### src/rtl/write_pointer_full.sv
// Write-domain pointer, full/almost-full and fill-level logic for a dual-clock FIFO.
// Define WFIFO_OVERFLOW_EN to build the sticky woverflow flag; otherwise it is tied low.
module write_pointer_full #(
  parameter int SIZE         = 4,
  parameter int AFULL_THRESH = 14,
  parameter int SYNC_STAGES  = 2
) (
  input  logic            wclk,
  input  logic            wrst_n,
  input  logic            winc,
  input  logic [SIZE:0]   rptr,
  output logic            wen,
  output logic [SIZE-1:0] waddr,
  output logic [SIZE:0]   wptr,
  output logic            wfull,
  output logic            walmost_full,
  output logic [SIZE:0]   wcount,
  output logic            woverflow
);

  logic [SIZE:0] wbin_reg;
  logic [SIZE:0] wbin_next;
  logic [SIZE:0] wgray_next;
  logic [SIZE:0] wptr_reg;
  logic [SIZE:0] wcount_reg;
  logic [SIZE:0] wcount_next;
  logic [SIZE:0] wq2_rptr;
  logic [SIZE:0] rbin_s;
  logic [SIZE:0] full_ptr;
  logic          wfull_reg;
  logic          walmost_full_reg;
  logic [SIZE:0] sync_reg [SYNC_STAGES];

  // rptr is only ever sampled by the first synchroniser flop.
  genvar gi;
  generate
    for (gi = 0; gi < SYNC_STAGES; gi++) begin : g_sync
      always_ff @(posedge wclk or negedge wrst_n) begin
        if (!wrst_n) begin
          sync_reg[gi] <= '0;
        end else if (gi == 0) begin
          sync_reg[gi] <= rptr;
        end else begin
          sync_reg[gi] <= sync_reg[(gi == 0) ? 0 : gi - 1];
        end
      end
    end
  endgenerate

  assign wq2_rptr = sync_reg[SYNC_STAGES-1];

  // Each binary bit is the XOR of all Gray bits at or above it.
  generate
    for (gi = 0; gi <= SIZE; gi++) begin : g_g2b
      assign rbin_s[gi] = ^(wq2_rptr >> gi);
    end
  endgenerate

  assign wen         = winc & ~wfull_reg;
  assign waddr       = wbin_reg[SIZE-1:0];
  assign wbin_next   = wbin_reg + {{SIZE{1'b0}}, wen};
  assign wgray_next  = (wbin_next >> 1) ^ wbin_next;
  assign wcount_next = wbin_next - rbin_s;
  assign full_ptr    = {~wq2_rptr[SIZE:SIZE-1], wq2_rptr[SIZE-2:0]};

  always_ff @(posedge wclk or negedge wrst_n) begin
    if (!wrst_n) begin
      wbin_reg         <= '0;
      wptr_reg         <= '0;
      wcount_reg       <= '0;
      wfull_reg        <= 1'b0;
      walmost_full_reg <= 1'b0;
    end else begin
      wbin_reg         <= wbin_next;
      wptr_reg         <= wgray_next;
      wcount_reg       <= wcount_next;
      wfull_reg        <= (wgray_next == full_ptr);
      walmost_full_reg <= (wcount_next >= (SIZE+1)'(AFULL_THRESH));
    end
  end

  assign wptr         = wptr_reg;
  assign wcount       = wcount_reg;
  assign wfull        = wfull_reg;
  assign walmost_full = walmost_full_reg;

`ifdef WFIFO_OVERFLOW_EN
  logic woverflow_reg;

  always_ff @(posedge wclk or negedge wrst_n) begin
    if (!wrst_n) begin
      woverflow_reg <= 1'b0;
    end else begin
      woverflow_reg <= woverflow_reg | (winc & wfull_reg);
    end
  end

  assign woverflow = woverflow_reg;
`else
  assign woverflow = 1'b0;
`endif

endmodule

### config.mk
export PLATFORM = sky130hd
export DESIGN_NAME = write_pointer_full
export DESIGN_NICKNAME = d
export VERILOG_FILES = /design/src/rtl/write_pointer_full.sv
export SDC_FILE = /design/constraint.sdc
export NUM_CORES = 1
export LEC_CHECK = 0
export CAP_MARGIN = 10
export CORE_AREA = 2 2 50 52
export DETAILED_ROUTE_END_ITERATION = 7
export DIE_AREA = 0 0 52 54
export MAX_ROUTING_LAYER = met4
export PLACE_DENSITY_LB_ADDON = 0.1
export SETUP_SLACK_MARGIN = 0.2
export SLEW_MARGIN = 20
export SYNTH_ARGS = -nofsm -noshare
export SYNTH_HDL_FRONTEND = slang
export SYNTH_SLANG_ARGS = --single-unit
export TNS_END_PERCENT = 50
### constraint.sdc
create_clock -name wclk -period 5.5 [get_ports wclk]
set_input_delay 0.55 -clock wclk [delete_from_list [all_inputs] [get_ports wclk]]
set_output_delay 0.55 -clock wclk [all_outputs]
set_load 0.05 [all_outputs]
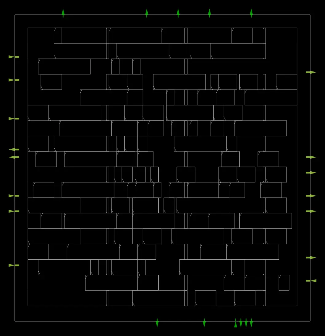
*Placed standard cells*
final-layout fill cell count: 196
Well Taps: 30
Seq/total area: 46.2%

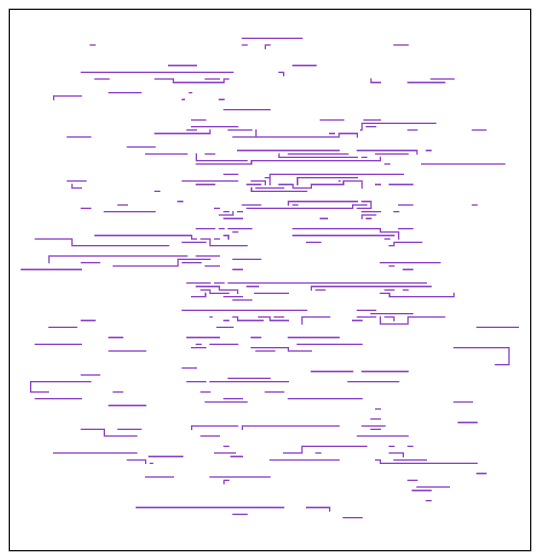
*Signal wires on met1*
share of all routed wire	44%
nets with wire on the layer	107
final WL: 1.73 mm
met1 Use GR: 17.3%
routed via count: 680

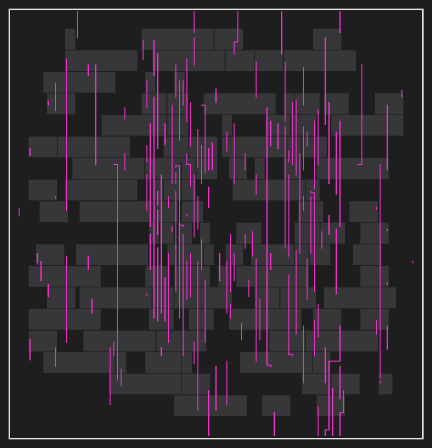
*Signal wires on met2*
Cells faint in the background.
longest straight run	32.5 µm
share of all routed wire	50%
wire length on this layer	864 µm
main direction	vertical
nets with wire on the layer	111
met2 usage: 25.5%

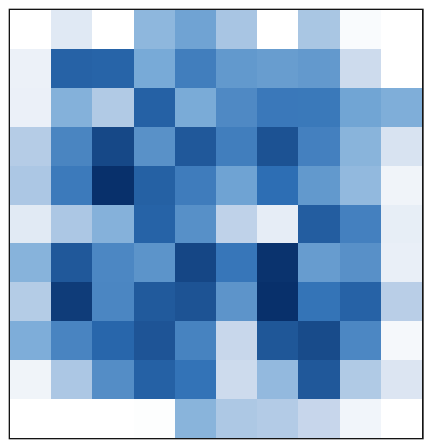
*Local utilization*
The die is cut into 10 by 11 equal tiles; white is low, dark blue is high, 0 to 100% covered.
mean over tiles	49%
tiles over 75% full	23%
fullest tile	100%
nearly empty tiles	9.1%
densest ninth of the die	centre
FP Core Util: 48.3%
area of the core: 0.00232 mm²
final core occ: 60.7%

==> results.yml <==
# generated from flow reports
clocking:
  cts_resized: 0
  tritoncts: "done"
  cts-root-buf: "clkbuf_4"
  clock-sinks: 26
  postCtsHoldBufs: 0
  clk_latency_ps: 310
  cts_setup_buffers: 0
  numCtsBuffers: 3
floorplan:
  rows: 18
  fp.dieH_um: 54
  dieArea_mm2: 0.00281
synth:
  synth_flops: 26
  edf_count: 0
  async_flop_share_pct: 100
  yosys_warnings: 0
  top_cells_by_area: "dfrtp_1 (58%), xnor2_1 (7.8%), xor2_1 (7.0%)"
  synth_top_cell_by_area: "dfrtp_1"
  netlist_area_mm2: 0.00112
  ys_cells: 85
  top_cell_area_share_pct: 58.1
  synth.avg_cell_area_um2: 13.2
sta:
  relSlewSlack_pct: 63.1
  rsz0062_at_grt: "false"
  period_minus_slack_ps: 2910
  slew_violations: 0
  setup_violations: 0
  holdWs_ps: 203
  fin_skew_ps: 4.76
outcome:
  outcome: "finished clean"
layout:
  flop_area_um2: 651
  layout_top_cells: "dfrtp_1 (26), clkdlybuf4s50_1 (23), xnor2_1 (10), xor2_1 (9), inv_1 (8)"
  nNonClkInverters: 8
  buffers: 24
  area_growth_pct: 25.7
  final_common_cell: "dfrtp_1"
  comb_cells: 50
  clkCellAreaFrac_pct: 1.60
global_routing:
  grt_pass1_wl_mm: 2.90
  grt_pass1_vias: 673
  grt_overflow: 0
  grt_usage_pct: 15.1
  top_usage_layer: "met2"
worst_hold_path:
  min_path_type: "in2async"
worst_setup_path:
  startpoint: "winc"
  critPathTopFamily: "adder cells"
  critical_path.cell_chain: "clkdlybuf4s50_1, nor2b_1, ha_1, ha_1, xor2_1, ha_1, nor2b_1, o21ai_0, a311o_1, o211ai_1"
  reg2reg_from: "wq2_rptr[4]$_DFF_PN0_"
  critical_path_class: "in2reg"
  worst_path_max_delay_cell: "clkdlybuf4s50_1"
route:
  routedWlPerCell_um: 12.3
  routed.top_layer: "met4"
  met1_length_um: 754
  first_iter_violations: 4
  viasPerCell: 4.82
  ant_nets: 0
  route.met3.wl_um: 77
placed_design:
  dp_hpwl_mm: 1.30
  dpl-instance-area_mm2: 0.00139
path summary, 6_finish.rpt:
kind / to / slack, ps / cells after the start
setup / recovery: walmost_full$_DFF_PN0_ / 2590 / 10
hold reg to reg: wq2_rptr[1]$_DFF_PN0_ / 360 / 0
setup reg to reg: walmost_full$_DFF_PN0_ / 2610 / 10
min in group wclk: wq2_rptr[1]$_DFF_PN0_ / 360 / 0
max in group asynchronous: walmost_full$_DFF_PN0_ / 4930 / 1
hold / removal: wptr[0]$_DFF_PN0_ / 200 / 1
cell families after synthesis:
logic type / share of synthesized area [%]
buffers and inverters: 3.35
XOR/XNOR: 18.9
AND-OR/OR-AND: 5.59
AND/OR/NAND/NOR: 6.37
other: 0.335
adder cells (fa/ha/maj): 7.37
flip-flops: 58.1
